$ cat config.mk
export PLATFORM = sky130hd
export DESIGN_NAME = imem_loader_flat
export DESIGN_NICKNAME = d
export VERILOG_FILES = /design/src/rtl/imem_loader_pkg.sv /design/src/rtl/imem_loader_if.sv /design/src/rtl/imem_loader_word_asm.sv /design/src/rtl/imem_loader.sv /design/src/flat_wrapper.sv
export SDC_FILE = /design/constraint.sdc
export NUM_CORES = 1
export LEC_CHECK = 0
export CAP_MARGIN = 20
export CELL_PAD_IN_SITES_DETAIL_PLACEMENT = 0
export CELL_PAD_IN_SITES_GLOBAL_PLACEMENT = 1
export CORE_ASPECT_RATIO = 0.8
export CORE_UTILIZATION = 39
export CTS_BUF_LIST = sky130_fd_sc_hd__clkbuf_8
export DETAILED_ROUTE_END_ITERATION = 8
export GPL_ROUTABILITY_DRIVEN = 0
export PLACE_DENSITY = 0.89
export SETUP_SLACK_MARGIN = 0.15
export SYNTH_ARGS = -nofsm -noshare
export SYNTH_HDL_FRONTEND = slang
export SYNTH_SLANG_ARGS = --single-unit
$ cat constraint.sdc
create_clock -name clk -period 2.5 [get_ports clk]
set_input_delay 0.375 -clock clk [delete_from_list [all_inputs] [get_ports clk]]
set_output_delay 0.375 -clock clk [all_outputs]
set_load 0.01 [all_outputs]
$ cat src/rtl/imem_loader_pkg.sv
// imem_loader shared types and sizing.
// Used by the loader and by the instruction store it fills.
package imem_loader_pkg;

    localparam int LOADER_DEPTH  = 32;
    localparam int LOADER_ADDR_W = 5;

    typedef enum logic [2:0] {
        IDLE    = 3'd0,
        PAYLOAD = 3'd1,
        CHECK   = 3'd2,
        DONE    = 3'd3,
        ERROR   = 3'd4
    } loader_state_t;

endpackage

$ cat src/rtl/imem_loader_if.sv
// Byte-stream input and store write port of the loader.
// master = byte source / store side, slave = loader.
interface imem_loader_if
    import imem_loader_pkg::*;
#(
    parameter int ADDR_W = LOADER_ADDR_W
);

    logic              in_valid;
    logic [7:0]        in_data;
    logic              in_ready;
    logic              wr_en;
    logic [ADDR_W-1:0] wr_addr;
    logic [31:0]       wr_data;

    modport master (
        output in_valid,
        output in_data,
        input  in_ready,
        input  wr_en,
        input  wr_addr,
        input  wr_data
    );

    modport slave (
        input  in_valid,
        input  in_data,
        output in_ready,
        output wr_en,
        output wr_addr,
        output wr_data
    );

endinterface

$ cat src/rtl/imem_loader_word_asm.sv
// Little-endian word assembler: drops each byte into its lane
// and pulses word_valid the cycle after lane 3 lands.
module imem_loader_word_asm (
    input  logic        clk,
    input  logic        reset,
    input  logic [7:0]  byte_in,
    input  logic        accept,
    input  logic [1:0]  lane,
    output logic [31:0] word,
    output logic        word_valid
);

    // Lane write and one-cycle completion strobe.
    always_ff @(posedge clk) begin
        if (reset) begin
            word       <= 32'd0;
            word_valid <= 1'b0;
        end else begin
            word_valid <= accept && (lane == 2'd3);
            if (accept) begin
                word[{lane, 3'b000} +: 8] <= byte_in;
            end
        end
    end

endmodule

$ cat src/rtl/imem_loader.sv
// Framed byte-serial loader for the instruction store.
// Keeps the CPU in reset until a checksum-verified image lands.
module imem_loader
    import imem_loader_pkg::*;
#(
    parameter int DEPTH  = LOADER_DEPTH,
    parameter int ADDR_W = LOADER_ADDR_W
) (
    input  logic              clk,
    input  logic              reset,
    imem_loader_if.slave      bus,
    output logic              cpu_reset,
    output logic              done,
    output logic              error,
    output logic [ADDR_W:0]   words_loaded
);

    loader_state_t state;
    logic [1:0]    lane;
    logic [ADDR_W:0] count;
    logic [7:0]    csum;
    logic          accept;
    logic          asm_accept;
    logic          bad_count;
    logic          last_word;
    logic          word_valid;
    logic [31:0]   word;

    assign bus.in_ready = (state == IDLE) ||
                          (state == PAYLOAD) ||
                          (state == CHECK);
    assign accept     = bus.in_valid && bus.in_ready;
    assign asm_accept = accept && (state == PAYLOAD);
    assign bad_count  = (bus.in_data == 8'd0) ||
                        (32'(bus.in_data) > 32'(DEPTH));
    assign last_word  = (words_loaded == count - 1'b1);

    assign bus.wr_en   = word_valid;
    assign bus.wr_data = word;
    assign cpu_reset   = (state != DONE);
    assign done        = (state == DONE);
    assign error       = (state == ERROR);

    imem_loader_word_asm u_asm (
        .clk        (clk),
        .reset      (reset),
        .byte_in    (bus.in_data),
        .accept     (asm_accept),
        .lane       (lane),
        .word       (word),
        .word_valid (word_valid)
    );

    // Frame FSM, checksum, lane and word-address tracking.
    always_ff @(posedge clk) begin
        if (reset) begin
            state        <= IDLE;
            lane         <= 2'd0;
            count        <= '0;
            csum         <= 8'd0;
            words_loaded <= '0;
            bus.wr_addr  <= '0;
        end else if (accept) begin
            unique case (state)
                IDLE: begin
                    if (bad_count) begin
                        state <= ERROR;
                    end else begin
                        count <= bus.in_data[ADDR_W:0];
                        csum  <= 8'd0;
                        lane  <= 2'd0;
                        state <= PAYLOAD;
                    end
                end
                PAYLOAD: begin
                    csum <= csum ^ bus.in_data;
                    lane <= lane + 2'd1;
                    if (lane == 2'd3) begin
                        bus.wr_addr  <= words_loaded[ADDR_W-1:0];
                        words_loaded <= words_loaded + 1'b1;
                        if (last_word) begin
                            state <= CHECK;
                        end
                    end
                end
                CHECK: begin
                    state <= (bus.in_data == csum) ? DONE : ERROR;
                end
                default: begin
                    state <= state;
                end
            endcase
        end
    end

endmodule
$ cat src/flat_wrapper.sv
// flat-port wrapper written by rule: the top's interface ports become plain ports
module imem_loader_flat import imem_loader_pkg::*;
#(
    parameter int DEPTH  = LOADER_DEPTH,
    parameter int ADDR_W = LOADER_ADDR_W
)
  (clk, reset, cpu_reset, done, error, words_loaded, bus_in_valid, bus_in_data, bus_in_ready, bus_wr_en, bus_wr_addr, bus_wr_data);
  imem_loader_if #(.ADDR_W(ADDR_W)) bus_i ();
  input  logic clk;
  input  logic reset;
  output logic cpu_reset;
  output logic done;
  output logic error;
  output logic [ADDR_W:0] words_loaded;
  input wire logic [$bits(bus_i.in_valid)-1:0] bus_in_valid;
  input wire logic [$bits(bus_i.in_data)-1:0] bus_in_data;
  output wire logic [$bits(bus_i.in_ready)-1:0] bus_in_ready;
  output wire logic [$bits(bus_i.wr_en)-1:0] bus_wr_en;
  output wire logic [$bits(bus_i.wr_addr)-1:0] bus_wr_addr;
  output wire logic [$bits(bus_i.wr_data)-1:0] bus_wr_data;
  assign bus_i.in_valid = bus_in_valid;
  assign bus_i.in_data = bus_in_data;
  assign bus_in_ready = bus_i.in_ready;
  assign bus_wr_en = bus_i.wr_en;
  assign bus_wr_addr = bus_i.wr_addr;
  assign bus_wr_data = bus_i.wr_data;
  imem_loader #(.DEPTH(DEPTH), .ADDR_W(ADDR_W)) u_core (.clk(clk), .reset(reset), .bus(bus_i), .cpu_reset(cpu_reset), .done(done), .error(error), .words_loaded(words_loaded));
endmodule
==> reports/qor.yml, run 1 <==
fin_nets: 436
flop_cell: "dfxtp_1"
fp.coreArea_um2: 7060
warning_count: 31
die.size.y_um: 79.3
track_usage_pct: 20.3
yosysTopAreaCellShare_pct: 43.3
vias: 2645
crit_arrival_ns: 1.82
die_area_um2: 7820
p_per_area_nw_per_um2: 536
slew_headroom_pct: 65.0
drive_gt1_share_pct: 10.4
cap_violations: 0
status: "finished clean"
fp_util_pct: 41.3
antenna_found_initial: 0
worstMarginPinSlew_ns: 0.525
finalClockPeriodUsage_pct: 87.8
rows: 27
dpl-instance-area_um2: 3630
rsz0062_at_grt: "no"
peakVddDrop_uv: 306
via_per_inst: 5.20
cts_root_buffer: "clkbuf_8"
clk_pin_slew_ns: 0.07
drt_iter0_markers: 132
mostFrequentLayoutCells: "63 x dfxtp_1, 57 x clkdlybuf4s50_1, 56 x nand2_1, 48 x a21oi_1, 36 x nand3_1"
dp_hpwl_mm: 5.13
ioPinCount: 59
grt_max_degree: 39
crit_path_end_kind: "primary output"
drt_pass1_iterations: 4
stdcell_area_um2: 3830
synth_area_per_cell_um2: 8.19
hold_buffers: 0
r2r_slack_ns: 0.46
start_kind: "flip-flop"
wl_per_cell_um: 14.7
slew_violations: 0
worstSetupPathType: "flip-flop to primary output"
synth_area_um2: 2910
yosys.area.top_type: "dfxtp_1"
postSynthSeqShare_pct: 43.3
fp.dieW_um: 98.6
top_cells_by_area: "dfxtp_1 43%, a21oi_1 8.2%, nand2_1 7.2%, nand3_1 6.2%, xnor2_1 3.9%"
post_cts_buffers: 0
skew_ns: 0.00513
hold_slack_ns: 0.452
grt.overflow.total: 0
cts_inserted_buffers: 9
grt_pass1_vias: 2466
cp_max_fo: 10
hp-class: "flip-flop to flip-flop"
clockBufferDepth: 2
edf_count: 0
cts_max_level: 3
cts_sinks: 63
antenna_cells: 0
mostFrequentLayoutCell: "dfxtp_1"
cts-resized-gates: 0
yosysCellCount: 356
ys_chip_area_um2: 2910
tritoncts: "done"
setup-tns-final_ns: 0
finalSetupViolations: 0
ant_nets: 0
wirelength_mm: 7.47
hold_viol: 0
[run 1: final timing paths]
path | startpoint | cells past startpoint | end
setup / recovery | u_core.state[0]$_SDFFE_PP0P_ | 4 | done
hold / removal | u_core.u_asm.word[13]$_SDFFE_PP0P_ | 2 | u_core.u_asm.word[13]$_SDFFE_PP0P_
setup reg to reg | u_core.state[0]$_SDFFE_PP0P_ | 5 | u_core.u_asm.word[0]$_SDFFE_PP0P_
hold reg to reg | u_core.u_asm.word[13]$_SDFFE_PP0P_ | 2 | u_core.u_asm.word[13]$_SDFFE_PP0P_
[run 1: worst max-delay path, stage by stage (launching register included)]
cell and delay, ns:
dfxtp_1 0.54, nand2_1 0.08, or2_2 0.28, inv_1 0.05, clkdlybuf4s50_1 0.52
[run 1: power breakdown]
group | switching, mW | leakage, nW | internal [mW]
clock network | 0.403 | 0.0981 | 0.482
logic | 0.0811 | 0.763 | 0.0653
registers | 0.0118 | 0.508 | 1.01
total | 0.496 | 1.37 | 1.56
[run 1: registers in the layout, indices dropped and copies added (netlist names)]
| register | flops |
|---|---|
| u_core.u_asm.word | 32 |
| u_core.csum | 8 |
| u_core.count | 6 |
| u_core.words_loaded | 6 |
| u_core.bus.wr_addr | 5 |
| u_core.state | 3 |
| u_core.lane | 2 |
| u_core.u_asm.word_valid | 1 |
[run 1: per-layer routing]
layer  part of all wire, %  wire (um)  GRT usage, %  vias to the layer above
met1                    49       3670          28.3                     1229
met2                    43       3220          29.9                       73
met4                   1.2         89          5.37                        0
li1                      -          -             -                     1335
met5                     0          0             0                        -
met3                   6.5        488          6.60                        8
[run 1: kinds of logic (layout without fill, tap and decap cells)]
kind of cell	Yosys count	count (layout)	share of synthesized area, %
AND/OR/NAND/NOR	159	159	26.3
AND-OR/OR-AND	67	67	13.8
flip-flops	63	63	43.3
buffers and inverters	32	98	4.85
XOR/XNOR	21	21	6.31
adder cells (fa/ha/maj)	8	8	3.44
multiplexers	6	6	2.06
[run 1: cell type report]
cell class / instances / area, um2
Tap cell: 87 / 109
Timing Repair Buffer: 76 / 723
Sequential cell: 63 / 1260
Clock buffer: 10 / 138
Fill cell: 652 / 3230
Inverter: 6 / 22.5
Multi-Input combinational cell: 261 / 1520
Clock inverter: 6 / 60.1
[run 1: cells in the mapped netlist (3+ instances only)]
| cell | instances |
|---|---|
| dfxtp_1 | 63 |
| nand2_1 | 56 |
| a21oi_1 | 48 |
| nand3_1 | 36 |
| nor2_1 | 28 |
| clkbuf_1 | 15 |
| xnor2_1 | 13 |
| buf_2 | 8 |
| ha_1 | 8 |
| nor3_1 | 8 |
| xor2_1 | 8 |
| nand3b_1 | 7 |
| and2_1 | 6 |
| inv_1 | 6 |
| mux2i_1 | 6 |
| o31ai_1 | 5 |
| nor3b_1 | 4 |
| nand4_1 | 3 |
| nor2b_1 | 3 |
| o211ai_1 | 3 |
[run 1: per-stage QoR]
| stage | util [%] | std cells |
|---|---|---|
| 6_report | 54.3 | 509 |
| 5_1_grt | 54.3 | 509 |
| 4_1_cts | 54.3 | 509 |
| 2_1_floorplan | - | 356 |
| 3_3_place_gp | 51.5 | 493 |
| 3_5_place_dp | 51.5 | 493 |
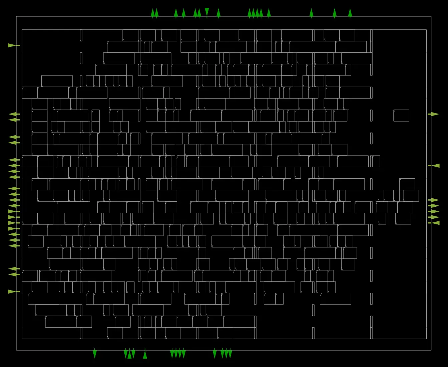
**Above:** run 1 (cell placement).
well tap count: 87
Fill cells: 652

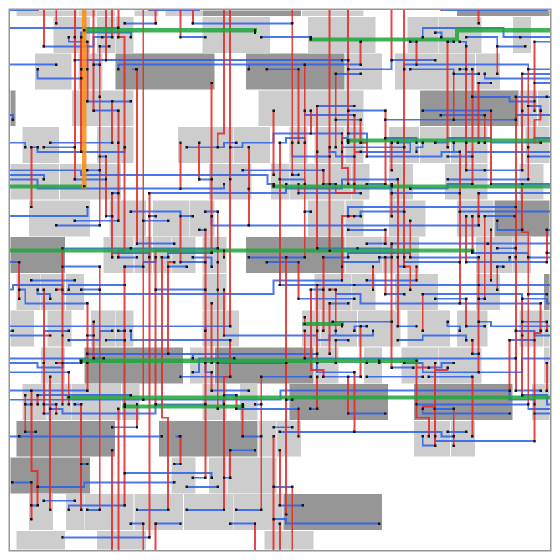
**Above:** run 1 (close-up of the layout).
Window x 29 to 69, y 4 to 44 um. Cells in grey, sequential cells in the stronger grey; small squares are vias.
Key: met3 = green; met1 = blue; met4 = orange; met2 = red
Netlist names of flops here include u_core.u_asm.word (8), u_core.csum (4). Most frequent: dfxtp_1 (14), a21oi_1 (13), nand2_1 (12). 115 logic cells have their middle in the window. Sequential cells in the window: 14.

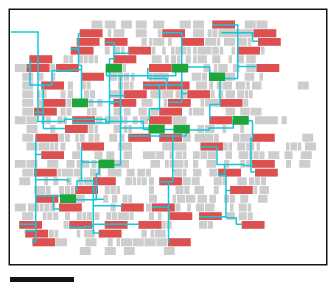
**Above:** run 1 (clock wires, drivers and flops).
Scale bar: 20 um.
Key: clock wires = cyan [length 804 um]; flip-flops = red [count 63]; cells driving clock nets = green [count 9]
There are 10 routed clock nets.

## Run 2: what changed since run 1
- CORE_UTILIZATION: 39 -> 40
- REMOVE_ABC_BUFFERS: not set -> 1
- SLEW_MARGIN: not set -> 20
- SYNTH_HIERARCHICAL: not set -> 1
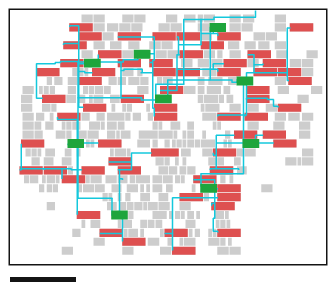
**Above:** run 2 (clock wires, drivers and flops).
Scale bar: 20 um.
Key: clock wires = cyan [length 770 um]; flip-flops = red [count 63]; cells driving clock nets = green [count 9]
There are 10 routed clock nets. Position of the flops: spread over the die.

==> reports/qor.yml, run 2 <==
fill_cells: 641
fp_util_pct: 41.2
mostFrequentLayoutCells: "62 x dfxtp_1, 58 x clkdlybuf4s50_1, 32 x a32o_1, 29 x nor2_1, 26 x a21oi_1"
synth_area_per_cell_um2: 9.57
yosysCellCount: 297
cap_violations: 0
crit_path_cell_trace: "inv_1 > or3_1 > inv_1 > clkdlybuf4s50_1"
grt_pass1_vias: 2279
tritoncts: "done"
p_per_area_nw_per_um2: 580
cts_root_buffer: "clkbuf_8"
die.size.y_um: 77.4
crit_arrival_ns: 1.83
logic_area_um2: 1460
clk_pin_slew_ns: 0.07
synth_area_um2: 2840
antenna_cells: 0
largestRegisters: "u_core/u_asm/word: 32 flops, u_core/csum: 8 flops"
grt.overflow.total: 0
grt_max_degree: 29
mostFrequentLayoutCell: "dfxtp_1"
wirelength_mm: 7.02
dp_hpwl_mm: 5.00
ant_nets: 0
status: "finished clean"
via_per_inst: 5.48
ys_chip_area_um2: 2840
hp-class: "flip-flop to flip-flop"
post_cts_buffers: 0
fp.coreArea_um2: 6890
instances_no_fill: 450
flop_cell: "dfxtp_1"
hold_viol: 0
worstMarginPinSlew_ns: 0.647
postSynthSeqShare_pct: 44.4
crit_path_end_kind: "primary output"
slew_headroom_pct: 56.9
largest_register: "u_core/u_asm/word"
finalClockPeriodUsage_pct: 88.4
start_kind: "flip-flop"
wl_per_cell_um: 15.6
yosys.area.top_type: "dfxtp_1"
synth.most_common_cell: "dfxtp_1"
drt_iter0_markers: 149
hold_slack_ns: 0.456
slew_violations: 0
fin_nets: 377
edf_count: 0
yosysTopAreaCellShare_pct: 44.4
cp_max_fo: 6
regArea_um2: 1260
drive_gt1_share_pct: 8.82
largest_reg_flops: 32
cts_sinks: 63
top_cells_by_area: "dfxtp_1 44%, a32o_1 11%, xor2_1 4.6%, a21oi_1 4.6%, nor2_1 3.8%"
clockBufferDepth: 2
finalSetupViolations: 0
skew_ns: 0.00577
crit_top_cell: "inv_1"
fin_util_pct: 53.4
peakVddDrop_uv: 319
fp.dieW_um: 96.2
cts_inserted_buffers: 9
common_cells: "63 x dfxtp_1, 32 x a32o_1, 29 x nor2_1"
rows: 27
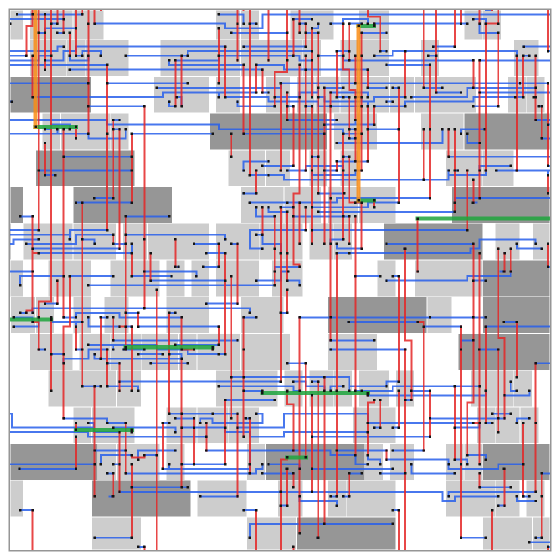
**Above:** run 2 (close-up of the layout).
Window x 28 to 68, y 3 to 43 um. Cells in grey, sequential cells in the stronger grey; small squares are vias.
Key: met2 = red; met1 = blue; met4 = orange; met3 = green
131 logic cells have their middle in the window. Most frequent: nand2_1 (18), nor2_1 (15), dfxtp_1 (15). Netlist names of flops here include u_core/bus.wr_addr (5), u_core/words_loaded (5), u_core/count (3). Sequential cells in the window: 16.

==> run 2: cell types whose count changed after synthesis, sizes merged, moves of 5 or more <==
cell    previous run  this run
nand3             36         0
a32o               0        32
nand2             56        20
xor2               8        15
o21ai              2        11
clkbuf            15         7
a21oi             48        26
nor3               8         3
and2               6         1
and2b              0         6
xnor2             13         6
==> run 2: cell families (layout without fill, tap and decap cells) <==
group,after synthesis,after routing,synth area share (%)
compound gates,80,80,21.5
xor+xnor,21,21,6.47
fa+ha+maj,8,8,3.52
buf+inv,25,91,4.23
flops,63,63,44.4
mux,6,6,2.11
simple gates,94,94,17.7
==> run 2: worst max-delay path: cells and delay by family (launching register included) <==
kind / cells / cell delay, ns
buf+inv: 3 / 0.69
flops: 1 / 0.39
simple gates: 1 / 0.41
==> run 2: routing by layer <==
metal  track usage [%]  up-vias  share of wire, %
met1              28.3     1166                47
met3              5.59       14               5.6
met2              28.7       82                45
met5                 0        -                 0
met4              9.25        0               1.8
li1                  -     1205                 -
==> run 2: area by class of cell <==
cell class                 count  area share (%)
tap                           87            2.96
timing repair buffer          67            17.6
multi-input combinational    209            39.7
sequential                    63            34.4
clock inverter                 7            1.12
inverter                       8           0.817
clock buffer                   9            3.37
==> run 2: per-stage QoR <==
step           instance area (um2)  worst slack, ns
6_report                      3680            0.291
2_1_floorplan                 2750            0.605
4_1_cts                       3670            0.227
3_5_place_dp                  3510            0.166
3_3_place_gp                  3510            0.234
5_1_grt                       3680            0.196
==> run 2: worst paths after layout <==
| kind | slack, ns | endpoint | startpoint | cells past startpoint |
|---|---|---|---|---|
| worst min-delay path | 0.46 | u_core/bus.wr_addr[4]$_SDFFE_PP0P_ | u_core/bus.wr_addr[4]$_SDFFE_PP0P_ | 2 |
| worst min register to register | 0.46 | u_core/bus.wr_addr[4]$_SDFFE_PP0P_ | u_core/bus.wr_addr[4]$_SDFFE_PP0P_ | 2 |
| worst max-delay path | 0.29 | done | u_core/state[0]$_SDFFE_PP0P_ | 4 |
| worst max register to register | 0.63 | u_core/state[1]$_SDFFE_PP0P_ | u_core/count[0]$_SDFFE_PP0P_ | 8 |
==> run 2: timing repair <==
item                                   CTS  global route
setup endpoints to repair                1             1
pin swaps                                0             0
endpoints found under the hold margin    0             0
gates resized                            1             1
==> run 2: power breakdown <==
group | switching, mW | internal [mW] | total [mW] | leakage [nW]
Combinational | 0.184 | 0.136 | 0.320 | 0.763
Clock | 0.391 | 0.351 | 0.742 | 0.0939
Sequential | 0.0368 | 1.03 | 1.07 | 0.509
Total | 0.612 | 1.52 | 2.13 | 1.37
Power figures rest on the tool's default switching activity, not on a simulated workload.
